[src/rtl/seven_seg_capture.sv]
// seven_seg_capture: recovers 4 hex digits from a multiplexed active-low 7-segment bus.
// Optional error counter output enabled by defining SEVEN_SEG_ERR_CNT_EN.
module seven_seg_capture #(
   parameter int STABLE_CYCLES = 4,
   parameter int CNT_W = 3
) (
   input  logic        clk,
   input  logic        reset,
   input  logic [3:0]  anode,
   input  logic [6:0]  cathode,
   output logic [15:0] digits,
   output logic [3:0]  digit_valid,
   output logic        frame_done,
   output logic        err
`ifdef SEVEN_SEG_ERR_CNT_EN
   ,
   output logic [7:0]  err_count
`endif
);
   typedef enum logic [1:0] {IDLE, SEEN0, SEEN1, SEEN2} state_t;
   state_t state, nxt;
   logic [10:0] s_cur, s_prev;
   logic [CNT_W-1:0] cnt;
   logic [3:0] an, nib;
   logic [6:0] seg;
   logic [1:0] idx;
   logic capture, one_hot, legal, err_set;
   assign {an, seg} = s_cur;
   // fires only on the step into saturation, so a held slot captures once
   assign capture = (s_cur == s_prev) && (cnt == CNT_W'(STABLE_CYCLES - 1));
   assign one_hot = (an == 4'b1110) || (an == 4'b1101) || (an == 4'b1011) || (an == 4'b0111);
   assign idx = !an[0] ? 2'd0 : !an[1] ? 2'd1 : !an[2] ? 2'd2 : 2'd3;
   assign err_set = capture && (an != 4'hF) && (!one_hot || !legal);
   always_comb begin
      nib = 4'h0;
      legal = 1'b1;
      case (seg)
         7'b1000000: nib = 4'h0;
         7'b1111001: nib = 4'h1;
         7'b0100100: nib = 4'h2;
         7'b0110000: nib = 4'h3;
         7'b0011001: nib = 4'h4;
         7'b0010010: nib = 4'h5;
         7'b0000010: nib = 4'h6;
         7'b1111000: nib = 4'h7;
         7'b0000000: nib = 4'h8;
         7'b0010000: nib = 4'h9;
         7'b0001000: nib = 4'hA;
         7'b0000011: nib = 4'hB;
         7'b1000110: nib = 4'hC;
         7'b0100001: nib = 4'hD;
         7'b0000110: nib = 4'hE;
         7'b0001110: nib = 4'hF;
         default:    legal = 1'b0;
      endcase
   end
   always_comb begin
      nxt = (idx == 2'd0) ? SEEN0 :
            (state == SEEN0 && idx == 2'd1) ? SEEN1 :
            (state == SEEN1 && idx == 2'd2) ? SEEN2 :
            ((state == SEEN1 && idx == 2'd1) || (state == SEEN2 && idx == 2'd2)) ? state : IDLE;
   end
   always_ff @(posedge clk) begin
      if (reset) begin
         s_cur       <= '1;
         s_prev      <= '1;
         cnt         <= '0;
         state       <= IDLE;
         digits      <= '0;
         digit_valid <= '0;
         frame_done  <= 1'b0;
         err         <= 1'b0;
      end else begin
         s_cur      <= {anode, cathode};
         s_prev     <= s_cur;
         cnt        <= (s_cur != s_prev) ? '0 : (cnt == CNT_W'(STABLE_CYCLES)) ? cnt : cnt + 1'b1;
         frame_done <= 1'b0;
         err        <= err_set;
         if (capture && an != 4'hF) begin
            if (!one_hot) begin
               state <= IDLE;
            end else if (!legal) begin
               digit_valid[idx] <= 1'b0;
               state            <= IDLE;
            end else begin
               digits[{idx, 2'b00} +: 4] <= nib;
               digit_valid[idx]          <= 1'b1;
               state                     <= nxt;
               frame_done                <= (state == SEEN2) && (idx == 2'd3);
            end
         end
      end
   end
`ifdef SEVEN_SEG_ERR_CNT_EN
   always_ff @(posedge clk) begin
      if (reset) err_count <= '0;
      else if (err_set && err_count != 8'hFF) err_count <= err_count + 8'd1;
   end
`endif
endmodule

[config.mk]
export PLATFORM = sky130hd
export DESIGN_NAME = seven_seg_capture
export DESIGN_NICKNAME = d
export VERILOG_FILES = /design/src/rtl/seven_seg_capture.sv
export SDC_FILE = /design/constraint.sdc
export NUM_CORES = 1
export LEC_CHECK = 0
export ABC_AREA = 0
export CORE_MARGIN = 2
export CORE_UTILIZATION = 58
export DETAILED_ROUTE_END_ITERATION = 8
export GPL_TIMING_DRIVEN = 0
export PLACE_DENSITY = 0.85
export SKIP_LAST_GASP = 1
export SLEW_MARGIN = 0
export SYNTH_ARGS = -nofsm -noshare
export SYNTH_HDL_FRONTEND = slang
export SYNTH_SLANG_ARGS = --single-unit
[constraint.sdc]
create_clock -name clk -period 3.24 [get_ports clk]
set_input_delay 0.81 -clock clk [delete_from_list [all_inputs] [get_ports clk]]
set_output_delay 0.81 -clock clk [all_outputs]
set_load 0.02 [all_outputs]
### Cell placement

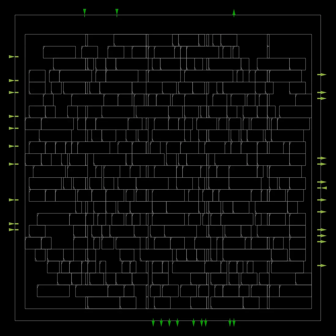
post-route core utilization: 74.46%
count of flip-flops and latches: 49
share of the final layout cell area in sequential cells: 32.24%
Well Taps: 50
fin cells: 361

### Where the registers sit

Bar = 20 µm. Other sequential cells in the stronger gray, the rest of the logic in the fainter gray.
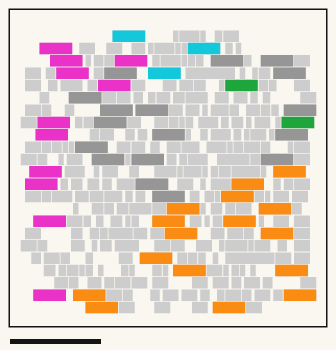
s_cur: drawn in magenta, placed flops 11. digits: drawn in orange, placed flops 16. state: drawn in green, placed flops 2. cnt: drawn in cyan, placed flops 3.
Another 17 sequential cells are not colored.
power attributed to sequential cells: 0.000629 W
combined flip-flop and latch cell area: 980.9 µm²

### M3 wires

Bar = 20 µm.
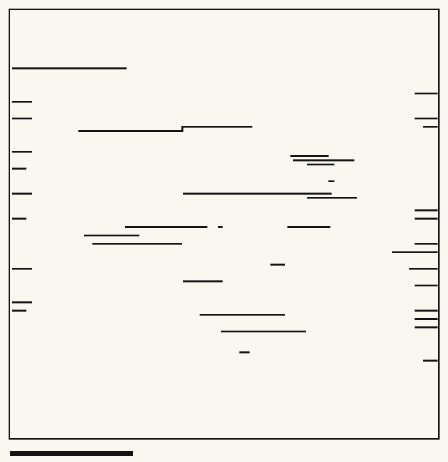
The layer carries 250 µm of wire. 33 nets have wire on it. The longest straight run is 23.9 µm. The layer holds 4.7% of the routed length. The wires run mostly horizontal.
GR Layer Usage met3: 5.233%
detailed-route wire length: 5309 µm

### Cells colored by class

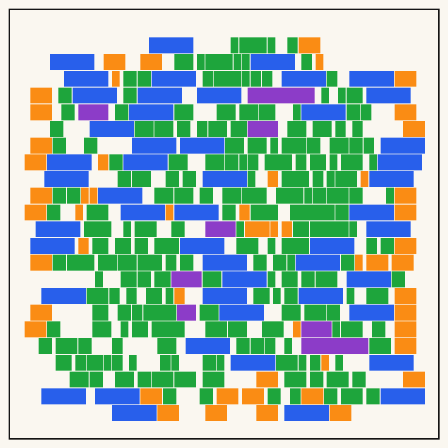
other buffers and delay cells: drawn in orange, cells 52, share of their area 14%. flops: drawn in blue, cells 49, share of their area 33%. combinational and other logic: drawn in green, cells 202, share of their area 48%. clock drivers and dummy loads: drawn in purple, cells 8, share of their area 4.6%.
num rows: 23
post-route cell area: 0.003043 mm²
area of the core region: 0.004086 mm²

==> impl_table.tex <==
% Yosys + OpenROAD metrics
\begin{tabular}{lr}
\hline
Metric & Value \\
\hline
\multicolumn{2}{l}{\textbf{Status}} \\
Result of the run & finished, final reports clean \\
\multicolumn{2}{l}{\textbf{Power}} \\
Share of total power in sequential cells & 49.3\% \\
Power consumed by combinational cells & 0.000122 W \\
Tot Pwr & 0.001277 W \\
Maximum resistive drop on vdd & 379.3 µV \\
Leading power group & sequential cells \\
Switching Share & 23.13\% \\
Total net switching power & a little under 0.0003 W \\
Portion of total power attributed to the clock network & about two fifths \\
Pwr Density & $\sim$420 mW/mm² \\
Leakage power of the design & 1.142 nW \\
Clock network power & 0.000526 W \\
Design internal power & 0.0009814 W \\
\multicolumn{2}{l}{\textbf{Worst setup path}} \\
WS Path Type & reg2reg \\
Startpoint types & flip-flop \\
Critical-path cell list & clkbuf\_1 > o21ai\_1 > ha\_1 > nor4\_1 > or3b\_1 > mux2i\_1 \\
Critical path capture point type & flip-flop \\
Reg2Reg Setup Slack & 0.74 ns \\
Top fanout value on the critical path & 9 \\
Count of cell instances traversed by the critical path & 6 \\
Highest-delay cell along the critical path & sky130\_fd\_sc\_hd\_\_nor4\_1 \\
Number of buffer and inverter instances along the worst setup path & 1 \\
Largest delay contributor family on the critical path & simple AND/OR/NAND/NOR gates \\
R2R cell count & 6 \\
Worst R2R Start & s\_cur[9]\$\_SDFF\_PP1\_ \\
Slowest cell delay on critical path & 0.58 ns \\
\multicolumn{2}{l}{\textbf{Detailed routing}} \\
DR DRC count & 0 \\
Routed length per placed instance & roughly 15 µm \\
Initial DRT Pass Iterations & 4 \\
Vias after detailed routing & 2,062 \\
Mean number of vias per cell & 5.712 \\
Routed Antenna Nets & 0 \\
DR iter-0 viols & 92 \\
Routed length on met2 & 2563 µm \\
Highest metal layer with signal wires & met4 \\
Metal-1 WL & 2420 µm \\
\multicolumn{2}{l}{\textbf{Clocking}} \\
Worst-skew pair later-pin latency & between 0.3 and 0.4 ns \\
Number of levels in the clock H-tree & 2 \\
Post-cts hold buffer count & 0 \\
Number of buffers inserted to repair setup after CTS & 0 \\
Sink count of the clock tree & 49 \\
Clock Root Buffer & sky130\_fd\_sc\_hd\_\_clkbuf\_8 \\
Buffer depth of the longest clock path & 2 \\
PostCTS Resize Cnt & 0 \\
Clock slew at reported path FFs & 0.09 ns \\
Total CTS buffers & 5 \\
\multicolumn{2}{l}{\textbf{Place}} \\
Total instance count after detailed placement & approximately 350 \\
Buffers added on ports & 34 \\
Detailed-placement wirelength estimate & about 3900 µm \\
Gpl congestion & 0.8567 \\
Post-placement worst setup slack & 0.7476 ns \\
\multicolumn{2}{l}{\textbf{Worst hold path}} \\
Worst hold path stage count & 2 \\
Launch instance of the worst min-delay path & digits[14]\$\_SDFFE\_PP0P\_ \\
Type of the tightest min-delay check & reg2reg \\
\multicolumn{2}{l}{\textbf{STA}} \\
Pin slew with the least headroom to its limit & $\sim$0.69 ns \\
Ratio of final minimum period to clock period & between 70\% and 80\% \\
Highest clock rate & 0.4005 GHz \\
Final clock skew & 0.005178 ns \\
Fin. max-slew vios & 0 \\
Number of hold-slack violations in the final timing report & 0 \\
Time the final worst path needs with I/O delays and setup & about 2.5 ns \\
Setup ws final & 0.7428 ns \\
Setup Total Neg Slack & 0 ns \\
Number of endpoints failing setup at the final stage & 0 \\
RSZ-0062 raised after global routing & no \\
\multicolumn{2}{l}{\textbf{Layout}} \\
Number of flip-flops in the largest register & 16 \\
Largest registers & digits (16), s\_cur (11), s\_prev (11) \\
Logic area & around 0.0014 mm² \\
Diodes inserted & 0 \\
Final-stage net count & 331 \\
Filler cell count in the final layout & between 300 and 400 \\
P\&R area growth vs syn & 21.60\% \\
Top register by number of flip-flops & digits \\
Fraction of final layout cells sized beyond drive strength 1 & 14.47\% \\
\multicolumn{2}{l}{\textbf{Synth}} \\
Share of synthesized area occupied by flip-flops and latches & between 30\% and 40\% \\
Post-synthesis share of cell area spent on full adders, half adders and majority gates & 4.000\% \\
Mapped Area & 0.002502 mm² \\
Number of standard cells after synthesis & roughly 270 \\
Number of standard cells reported by yosys & 269 \\
Mean Syn Cell Area & 9.303 µm² \\
Count of warnings emitted by yosys & 0 \\
Number of enable flip-flop cells & 0 \\
Top area contributor share & 39.20\% \\
Cell taking the most area after synthesis & sky130\_fd\_sc\_hd\_\_dfxtp\_1 \\
Proportion of register bits with asynchronous set or reset after synthesis & 0\% \\
Most instantiated cells after synthesis & 49 x sky130\_fd\_sc\_hd\_\_dfxtp\_1, 22 x sky130\_fd\_sc\_hd\_\_or2\_2, 19 x sky130\_fd\_sc\_hd\_\_nand2b\_1 \\
Area fraction in and, or, nand and nor cells after synthesis & 27.25\% \\
Netlist cell types & 55 \\
Synth Area in Compound Gates & between 10\% and 20\% \\
Synth logic family & simple AND/OR/NAND/NOR gates \\
Flop and latch count out of synthesis & 49 \\
Dominant Register Cell & sky130\_fd\_sc\_hd\_\_dfxtp\_1 \\
Yosys top cell by instances & sky130\_fd\_sc\_hd\_\_dfxtp\_1 \\
Post-synthesis net count & 290 \\
Top area cell types & sky130\_fd\_sc\_hd\_\_dfxtp\_1 39\%, sky130\_fd\_sc\_hd\_\_mux2i\_1 6.0\%, sky130\_fd\_sc\_hd\_\_or2\_2 5.5\% \\
Yosys synthesis chip area & 0.002502 mm² \\
Mux share of post-synthesis cell area & 6.000\% \\
\multicolumn{2}{l}{\textbf{GRT}} \\
Congestion Overflow GR & 0 \\
Global route hottest layer & met2 \\
Met1 Resource Use GR & between 20 and 30\% \\
Global-route wire length before repair & 9183 µm \\
Total GRT Usage & 23.42\% \\
Largest net degree at the start of global routing & 17 \\
M2 GR Usage & between 30\% and 40\% \\
\multicolumn{2}{l}{\textbf{Flow run}} \\
Number of logged tool warnings & 31 \\
Max\_cap viols & 0 \\
\multicolumn{2}{l}{\textbf{Floorplan}} \\
I/O pin cnt & 35 \\
Initial cell density of the core & 61.24\% \\
Horizontal die dimension & approximately 70 µm \\
Die H & 69.69 µm \\
\hline
\end{tabular}
## worst max-delay path by stage
stage / start / to / slack [ns]
3_3_place_gp: reset / cnt[0]$_SDFFE_PP0P_ / 0.79
5_1_grt: s_cur[9]$_SDFF_PP1_ / digits[12]$_SDFFE_PP0P_ / 0.50
4_1_cts: s_cur[9]$_SDFF_PP1_ / digits[12]$_SDFFE_PP0P_ / 0.76
3_5_place_dp: reset / cnt[0]$_SDFFE_PP0P_ / 0.75
2_1_floorplan: s_cur[9]$_SDFF_PP1_ / digits[12]$_SDFFE_PP0P_ / 1.14
6_report: s_cur[9]$_SDFF_PP1_ / digits[12]$_SDFFE_PP0P_ / 0.74
## cell usage in the layout (no fill, tap or decap), drive strengths merged, types with 4 or more instances in the layout
cell / instances
a21oi: 7
buf: 7
clkbuf: 16
clkdlybuf4s50: 34
dfxtp: 49
ha: 8
inv: 11
mux2i: 15
nand2: 18
nand2b: 19
nor2: 8
nor3: 4
nor3b: 4
nor4: 4
o2111ai: 5
o21ai: 13
or2: 22
xor2: 11
## worst register-to-register path: stages, from the launching register on
cell                       delay [ns]
sky130_fd_sc_hd__dfxtp_1         0.31
sky130_fd_sc_hd__clkbuf_1        0.19
sky130_fd_sc_hd__o21ai_1         0.49
sky130_fd_sc_hd__ha_1            0.36
sky130_fd_sc_hd__nor4_1          0.58
sky130_fd_sc_hd__or3b_1          0.40
sky130_fd_sc_hd__mux2i_1         0.12
## cell type report
| class | count | share of cell area (%) |
|---|---|---|
| multi-input cells | 192 | 46.05 |
| flip-flops and latches | 49 | 32.24 |
| repair buffers | 34 | 11.18 |
| plain buffers | 18 | 2.714 |
| clock buffers | 5 | 2.262 |
| clock inverters | 3 | 2.262 |
| well taps | 50 | 2.056 |
| inverters | 10 | 1.234 |
Power figures rest on the tool's default switching activity, not on a simulated workload.
